Figure 1. Power grid.
Bar = 50 um. Pins as bars on the die edge. Tap cells in gray.
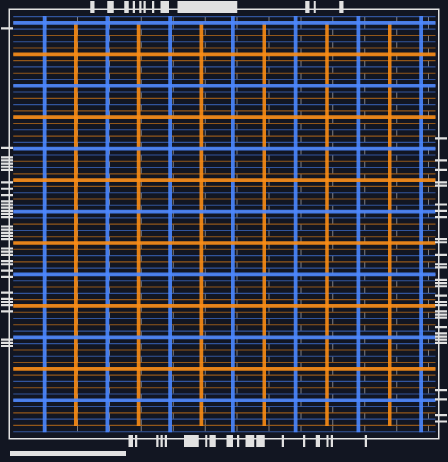
Figure 2. Cell classes on the final placement.
Bar = 50 um.
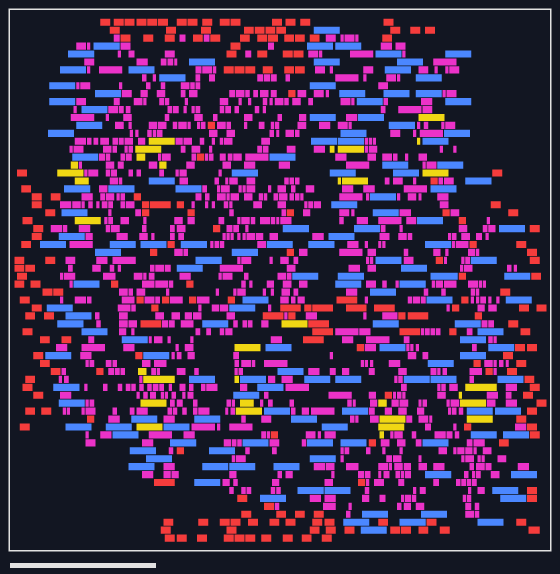
[src/rtl/adc_serial_tx.sv]
// adc_serial_tx: ADC emulator transmitter. Serializes CHAN 12-bit pattern
// words MSB first, two CLK cycles per bit, with a CLK/2 bit clock and a
// frame marker high for the first six bits of each word.

// Per-channel word register, pattern mux and serial data flop.
module adc_serial_tx_lane #(
    parameter int LANE      = 0,
    parameter int ADC_WIDTH = 12
) (
    input  logic                 CLK,
    input  logic                 RST_n,
    input  logic                 load,
    input  logic                 advance,
    input  logic                 clear,
    input  logic [3:0]           nxt_bit,
    input  logic [1:0]           pat_sel,
    input  logic [ADC_WIDTH-1:0] ramp_base,
    input  logic [ADC_WIDTH-1:0] fixed_word,
    input  logic [ADC_WIDTH-1:0] ext_word,
    output logic                 data
);
    localparam logic [3:0] ID = 4'(LANE);

    logic [ADC_WIDTH-1:0] word_q, word_d;

    // select the word this lane would load right now
    always_comb begin
        word_d = '0;
        case (pat_sel)
            2'd0: word_d = ramp_base + ADC_WIDTH'(LANE);
            2'd1: word_d = fixed_word;
            2'd2: word_d = {ID, ID, ID};
            default: word_d = ext_word;
        endcase
    end

    // hold the word and present one bit; the MSB goes out with the load itself
    always_ff @(posedge CLK or negedge RST_n) begin
        if (!RST_n) begin
            word_q <= '0;
            data   <= 1'b0;
        end else if (load) begin
            word_q <= word_d;
            data   <= word_d[ADC_WIDTH-1];
        end else if (advance) begin
            data <= word_q[nxt_bit];
        end else if (clear) begin
            data <= 1'b0;
        end
    end
endmodule

module adc_serial_tx #(
    parameter int CHAN      = 8,
    parameter int ADC_WIDTH = 12,
    parameter int CNT_WIDTH = 12
) (
    input  logic                      CLK,
    input  logic                      RST_n,
    input  logic                      start,
    input  logic                      stop,
    input  logic [CNT_WIDTH-1:0]      how_many,
    input  logic [1:0]                pattern_sel,
    input  logic [ADC_WIDTH-1:0]      fixed_word,
    input  logic [CHAN*ADC_WIDTH-1:0] ext_sample,
    output logic                      ext_ack,
    output logic [CHAN-1:0]           adc_data_p,
    output logic                      adc_clk,
    output logic                      adc_frame,
    output logic                      busy,
    output logic                      done,
    output logic [CNT_WIDTH-1:0]      word_cnt
);
    typedef enum logic [1:0] {S_IDLE, S_SHIFT, S_DONE} state_t;

    state_t               state;
    logic [CNT_WIDTH-1:0] len_q;
    logic [1:0]           pat_q;
    logic [3:0]           bit_q;
    logic                 phase_q;
    logic                 stop_seen;
    logic [ADC_WIDTH-1:0] ramp_base;

    logic       start_go, word_end, last_word, load, advance, clear;
    logic [1:0] pat_now;
    logic [3:0] nxt_bit;

    // a stop arriving in the last cycle of a word still ends the burst there
    assign start_go  = (state == S_IDLE) && start && (how_many != '0);
    assign word_end  = (state == S_SHIFT) && phase_q && (bit_q == 4'd0);
    assign last_word = (word_cnt + CNT_WIDTH'(1) == len_q) || stop_seen || stop;
    assign load      = start_go || (word_end && !last_word);
    assign clear     = word_end && last_word;
    assign advance   = (state == S_SHIFT) && phase_q && (bit_q != 4'd0);
    assign pat_now   = start_go ? pattern_sel : pat_q;
    assign nxt_bit   = bit_q - 4'd1;

    for (genvar g = 0; g < CHAN; g++) begin : g_lane
        adc_serial_tx_lane #(.LANE(g), .ADC_WIDTH(ADC_WIDTH)) u_lane (
            .CLK        (CLK),
            .RST_n      (RST_n),
            .load       (load),
            .advance    (advance),
            .clear      (clear),
            .nxt_bit    (nxt_bit),
            .pat_sel    (pat_now),
            .ramp_base  (ramp_base),
            .fixed_word (fixed_word),
            .ext_word   (ext_sample[g*ADC_WIDTH +: ADC_WIDTH]),
            .data       (adc_data_p[g])
        );
    end

    // burst sequencer: bit/phase counters, framing outputs and word accounting
    always_ff @(posedge CLK or negedge RST_n) begin
        if (!RST_n) begin
            state     <= S_IDLE;
            len_q     <= '0;
            pat_q     <= '0;
            bit_q     <= '0;
            phase_q   <= 1'b0;
            stop_seen <= 1'b0;
            ramp_base <= '0;
            ext_ack   <= 1'b0;
            adc_clk   <= 1'b0;
            adc_frame <= 1'b0;
            busy      <= 1'b0;
            done      <= 1'b0;
            word_cnt  <= '0;
        end else begin
            done    <= 1'b0;
            ext_ack <= 1'b0;
            case (state)
                S_IDLE: begin
                    if (start) begin
                        word_cnt  <= '0;
                        len_q     <= how_many;
                        pat_q     <= pattern_sel;
                        stop_seen <= 1'b0;
                        if (start_go) begin
                            state     <= S_SHIFT;
                            busy      <= 1'b1;
                            bit_q     <= 4'd11;
                            phase_q   <= 1'b0;
                            adc_clk   <= 1'b0;
                            adc_frame <= 1'b1;
                            ext_ack   <= (pattern_sel == 2'd3);
                            if (pattern_sel == 2'd0) ramp_base <= ramp_base + 1'b1;
                        end else begin
                            state <= S_DONE;
                            done  <= 1'b1;
                        end
                    end
                end
                S_SHIFT: begin
                    if (stop) stop_seen <= 1'b1;
                    if (!phase_q) begin
                        phase_q <= 1'b1;
                        adc_clk <= 1'b1;
                    end else if (advance) begin
                        bit_q     <= nxt_bit;
                        phase_q   <= 1'b0;
                        adc_clk   <= 1'b0;
                        adc_frame <= (nxt_bit >= 4'd6);
                    end else begin
                        word_cnt <= word_cnt + CNT_WIDTH'(1);
                        adc_clk  <= 1'b0;
                        phase_q  <= 1'b0;
                        if (last_word) begin
                            state     <= S_DONE;
                            busy      <= 1'b0;
                            done      <= 1'b1;
                            adc_frame <= 1'b0;
                        end else begin
                            bit_q     <= 4'd11;
                            adc_frame <= 1'b1;
                            stop_seen <= 1'b0;
                            ext_ack   <= (pat_q == 2'd3);
                            if (pat_q == 2'd0) ramp_base <= ramp_base + 1'b1;
                        end
                    end
                end
                default: state <= S_IDLE;
            endcase
        end
    end
endmodule

[config.mk]
export PLATFORM = sky130hd
export DESIGN_NAME = adc_serial_tx
export DESIGN_NICKNAME = d
export VERILOG_FILES = /design/src/rtl/adc_serial_tx.sv
export SDC_FILE = /design/constraint.sdc
export NUM_CORES = 1
export LEC_CHECK = 0
export ABC_CLOCK_PERIOD_IN_PS = 3900
export CAP_MARGIN = 20
export CORE_UTILIZATION = 30
export CTS_CLUSTER_DIAMETER = 150
export DETAILED_ROUTE_END_ITERATION = 12
export PLACE_DENSITY_LB_ADDON = 0.1
export SETUP_SLACK_MARGIN = 0.4
export SYNTH_ARGS = -nofsm -noshare
export SYNTH_HDL_FRONTEND = slang
export SYNTH_SLANG_ARGS = --single-unit
export TNS_END_PERCENT = 20
[constraint.sdc]
create_clock -name CLK -period 3.9 [get_ports CLK]
set_clock_uncertainty 0.15 [all_clocks]
set_input_delay 0.78 -clock CLK [delete_from_list [all_inputs] [get_ports CLK]]
set_output_delay 0.78 -clock CLK [all_outputs]
set_load 0.01 [all_outputs]
==> results_dict.tcl <==
# metrics dict for downstream scripts
set metrics [dict create \
    warnings 34 \
    grt_start_max_net_pins 72 \
    pg_seq_w 0.00279 \
    clk_latency_ns 0.45 \
    topCombFamilyByArea "AND-OR/OR-AND gates" \
    drc 0 \
    start_kind "flop" \
    gr-usage-met2 0.352 \
    ys_seq_frac 0.383 \
    cts_resized 0 \
    fp_nets 1218 \
    dp_worst_setup_slack_ns 0.00521 \
    final_hold_viol_count 0 \
    rsz0062_at_grt "true" \
    ios 151 \
    max_cap_violations 0 \
    nonClkBufAreaFrac 0.164 \
    p_clk_w 0.00171 \
    syn_area_per_cell_um2 9.31 \
    signal_buffers 209 \
    grt-ovfl-total 0 \
    synth.most_common_cell "dfrtp_1" \
    netlist_instances 1080 \
    crit-reg2reg-capture "g_lane[0].u_lane.word_q[9]" \
    status "finished, final reports clean" \
    clk_pin_slew_worst_paths_ns 0.07 \
    cts_tree "yes" \
    crit_buf_inv 1 \
    p_clk_frac 0.168 \
    yosys-top-cells-area "dfrtp_1 (38%), a21oi_1 (6.2%), xnor2_1 (5.6%)" \
    post-cts-setup-buffers 0 \
    top_area_cell "dfrtp_1" \
    nNonClkInverters 52 \
]
## Picture notes: Figure 1
Blue marks VSS. Orange marks VDD.
67 met1 rails follow the rows. The core has 66 rows.
chip width: 185 um
chip height: 185 um
core area: 32800 um^2
VDD IR-drop max: 0.459 mV

## Picture notes: Figure 2
Yellow marks clock drivers and dummy loads, cells 32, share of their area 4.7%. Magenta marks combinational and other logic, cells 837, share of their area 47%. Red marks remaining buffers and delay cells, cells 209, share of their area 17%. Blue marks sequential cells, cells 154, share of their area 31%.
post-route cell area: 13000 um^2
fraction of area in registers: 0.298
Row Count: 66
final core occ: 0.395

Power is estimated from default activity; no workload was simulated.
